==> config.mk <==
export PLATFORM = sky130hd
export DESIGN_NAME = ddr3_cmd_responder
export DESIGN_NICKNAME = d
export VERILOG_FILES = /design/src/rtl/ddr3_cmd_responder.sv
export SDC_FILE = /design/constraint.sdc
export NUM_CORES = 1
export LEC_CHECK = 0
export ABC_AREA = 1
export CAP_MARGIN = 25
export CORE_MARGIN = 5
export CORE_UTILIZATION = 27
export CTS_BUF_LIST = sky130_fd_sc_hd__clkbuf_4 sky130_fd_sc_hd__clkbuf_8
export CTS_CLUSTER_DIAMETER = 200
export DETAILED_ROUTE_END_ITERATION = 10
export GPL_TIMING_DRIVEN = 0
export PLACE_DENSITY = 0.53
export SLEW_MARGIN = 20
export SYNTH_ARGS = -nofsm -noshare
export SYNTH_HDL_FRONTEND = slang
export SYNTH_SLANG_ARGS = --single-unit
==> constraint.sdc <==
create_clock -name ck -period 2.4 [get_ports ck]
set_input_delay 0.48 -clock ck [delete_from_list [all_inputs] [get_ports ck]]
set_output_delay 0.48 -clock ck [all_outputs]
set_load 0.05 [all_outputs]
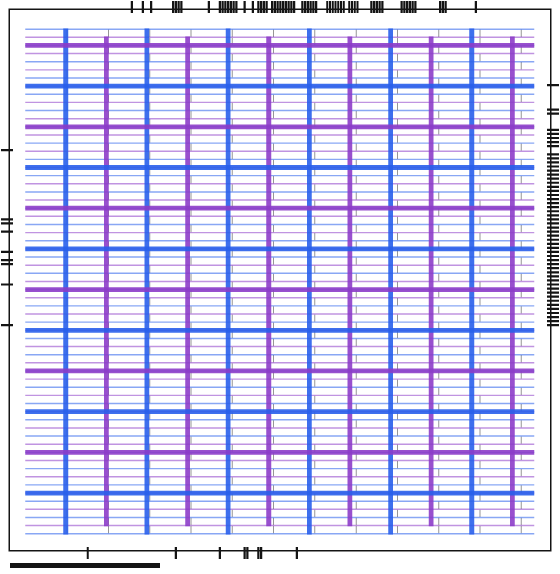
*Power grid, run 1*
Bar = 50 um. Pins as bars on the die edge. Tap cells in gray.
| net | color |
|---|---|
| VSS | blue |
| VDD | purple |
tap cells: 384
met1 rails: 63
met4 straps: 12
rows: 62
signal pins: 130
area of the core region: 28,700 um^2
Chip Height: 180 um
worst vdd ir: 391 uV

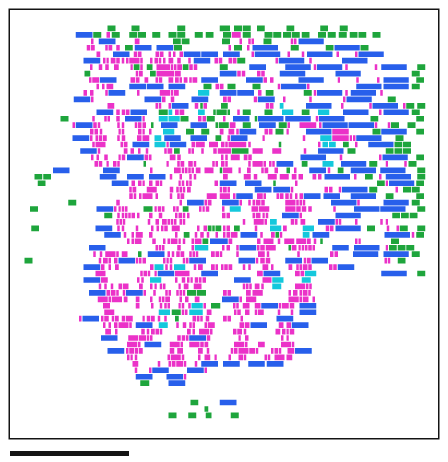
*Placed cells, one color a class, run 1*
Bar = 50 um.
| class | color | cells |
|---|---|---|
| remaining buffers and delay cells | green | 168 |
| registers | blue | 166 |
| clock drivers and dummy loads | cyan | 32 |
| remaining logic cells | magenta | 772 |
total number of placement rows: 62
post-layout instance area: 10,300 um^2
final core occ: 35.9%
share of the final layout cell area in sequential cells: 37.7%

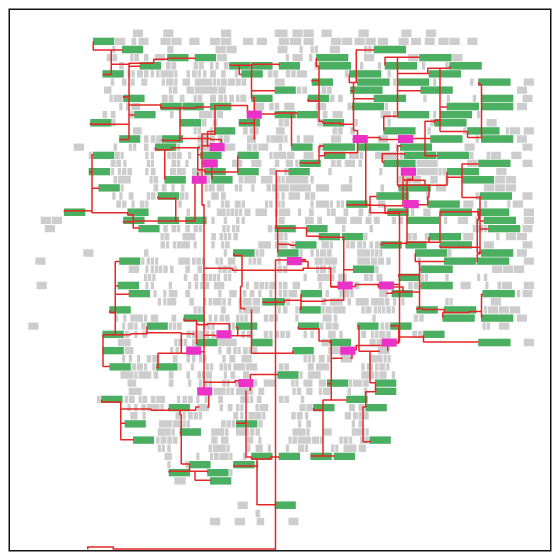
*Clock network drawn from the DEF, run 1*
[flip-flops] green | count: 166
[clock wires] red | length: 2,290 um
[clock-net drivers] magenta | count: 17
flops lie: all over the die
routed clock nets: 18
source-to-sink clock delay at the later pin of the worst-skew pair: 470 ps
clock network power: 0.00200 W

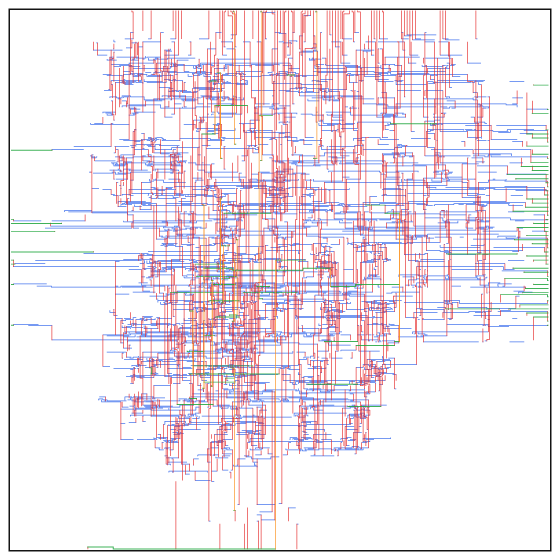
*Wiring by layer, run 1*
| layer | color | wire length |
|---|---|---|
| M2 | red | 10,500 um |
| M3 | green | 850 um |
| M4 | orange | 646 um |
| M1 | blue | 10,200 um |
count of vias placed by the detailed router: 6,837
Tot GR Track Use: 13.6%
post-DR wirelength/cell: 14.6 um
wirelength, routed: 22,300 um

==> impl_metrics.json <==
{
  "slew-limit-headroom_pct": 53.4,
  "setup.worst_path.class": "in2reg",
  "hold_ws_ps": 421,
  "tap-cell-count": 384,
  "critical_path_arrival_ps": 2670,
  "fin_worst_skew_ps": 16.7,
  "clock_power_share_pct": 22.7,
  "grt_first_pass_wirelength_um": 36000,
  "nNetsFinal": 1185,
  "pg_seq_w": 0.00365,
  "detail_route.drc_violations": 0,
  "post_synth_inst_count": 966,
  "post_cts_buffers": 3,
  "tritoncts_num_sinks": 166,
  "crit_path_cell_trace": "clkdlybuf4s50_1 > nor2_4 > nand2_4 > nor2_4 > buf_6 > inv_4 > nor3_4 > nand2_2 > nor4_4 > nand2_1 > nor2_2 > nand4_1 > o21ai_1 > a21oi_1",
  "path_max_fanout": 8,
  "reg2regPathDepth": 19,
  "outcome": "complete, no violations",
  "final-seq-area_um2": 3880,
  "synth.top_cell.area_share_pct": 28.1,
  "comb_power_share_pct": 35.8,
  "max-clock-path-buffers": 2,
  "largest_register_ffs": 56,
  "ffs_latches_synth": 166,
  "synth_nets": 1026,
  "critical-path-top-delay-family": "simple AND/OR/NAND/NOR gates",
  "fp.dieArea_um2": 32600,
  "yosys_cell_count": 966,
  "chipWidth_um": 180,
  "common_cells": "inv_1 (150), nand2_1 (150), nor2_1 (133), dfxtp_1 (110), nand3_1 (68)",
  "largestClassByArea": "flip-flops and latches",
  "grt_pass1_vias": 6748,
  "critical_path_buf_inv_count": 3,
  "layout.non_clock_inverters": 158,
  "critical_path_slowest_stage_cell": "clkdlybuf4s50_1",
  "synth.distinct_cells": 40,
  "postCtsHoldBufs": 0,
  "fin_tns_setup_ps": 0,
  "nNonClkBuffers": 168,
  "openroad.warnings": 38,
  "detail-route-antenna-nets": 0,
  "power_switching_w": 0.00340,
  "clock_area_share_pct": 3.73,
  "critical_path_endpoint_category": "register",
  "routabilityCongestion": 0.860,
  "maxClockFrequency_ghz": 0.436,
  "initial_core_util_pct": 27.3,
  "layout.cells.most_common_list": "inv_1 (142), nand2_1 (141), nor2_1 (125)",
  "syn_avg_cell_area_um2": 8.12,
  "drtIter0Drc": 434,
  "tritoncts.num_buffers": 17,
  "timing.critical_path.required_ps": 2780,
  "post_drt_via_cell_ratio": 4.49,
  "layout_top_cell_excl_fill_tap": "inv_1",
  "hold_depth": 4,
  "grt_remaining_overflow": 0,
  "post-layout-total-power_w": 0.00880,
  "io_buffer_count": 126,
  "ioPinCount": 130,
  "count_of_placed_standard_cells_in_the_final_layout_fillers_left_out": 1522,
  "synth-async-reset-ratio_pct": 0,
  "cp-start-kind": "primary input",
  "yosys.stat.seqShare_pct": 49.5,
  "multi_input_comb_area_um2": 3400,
  "largest_area_cell": "dfxtp_1",
  "signal_buffer_area_fraction_pct": 15.1,
  "worst_path_largest_cell_delay_ps": 440,
  "ys_chip_area_um2": 7850,
  "min_path_type": "in2reg",
  "tritoncts": "built",
  "setup_violations": 0,
  "post_synth_instance_area_um2": 7850,
  "total_leakage_power_nw": 4.36,
  "placed_cells": 1477,
  "worst_slew_pin_tran_ps": 700,
  "clock-root-buffer": "clkbuf_8",
  "synth_top_flop_cell": "dfxtp_1",
  "combAreaFraction_pct": 33.0,
  "logic_depth_of_the_worst_path_buffers_included": 14,
  "filler_cell_count": 2989,
  "p_seq_share_pct": 41.4,
  "rsz_0062_raised_after_global_routing": "true",
  "clockBufferCount": 17,
  "worst_path_most_repeated_cell": "nor2_4",
  "cts.reportedPaths.clkPinSlew_ps": 110,
  "grt_antenna_before_repair": 0,
  "maxCapViolations": 0,
  "drt_pre_antenna_iters": 4,
  "htree_num_levels": 4,
  "edf_count": 56,
  "reg2reg_setup_slack_ps": 240,
  "yosys_warnings": 0,
  "powerDensity_nw_per_um2": 854,
  "detailedPlacementHpwl_um": 16800,
  "dominant_power_group": "sequential cells",
  "largest_net_degree_at_the_start_of_global_routing": 19,
  "cellInternalPower_w": 0.00541,
  "n_sequential_cell": 166,
  "post_synth_main_area_contributors": "dfxtp_1 (28%), edfxtp_1 (21%), inv_1 (7.2%), nand2_1 (7.2%), nor2_1 (6.4%)",
  "layout-drive-gt1-share_pct": 10.3,
  "cts_resized": 34,
  "area_growth_syn_to_layout_pct": 31.3,
  "p_comb_w": 0.00315,
  "timing.final.crit_share_pct": 95.7,
  "n_multi_input_combinational_cell": 614,
  "final_hold_viol_count": 0,
  "slew_viol_final": 0,
  "insertedDiodeCount": 0,
  "swShare_pct": 38.6,
  "final_period_minus_worst_setup_slack_ps": 2300
}
run 1: stage by stage:
step	worst slack, ps	cell area [um^2]
floorplan	38.6	7870
global placement	-1350	9610
detailed placement	-1390	9620
CTS	2.70	10200
global route	-20.3	10300
finish	104	10300
run 1: kinds of logic (layout without fill, tap and decap cells):
logic type,Yosys count,after routing,synth area share (%)
AOI/OAI and AO/OA,162,162,11.5
xor gates and xnor gates,12,12,1.34
adders and majority gates,36,36,5.74
buffers and inverters,186,358,9.55
DFF,166,166,49.5
and+or+nand+nor,404,404,22.3
run 1: per-layer routing:
metal	share of wire, %	vias to the layer above	GRT usage, %	routed length [um]
li1	-	3496	-	-
met4	2.9	0	5.81	646
met5	0	-	0	0
met2	47	152	22.4	10500
met3	3.8	40	2.44	849
met1	46	3149	17.6	10200
Power figures rest on the tool's default switching activity, not on a simulated workload.
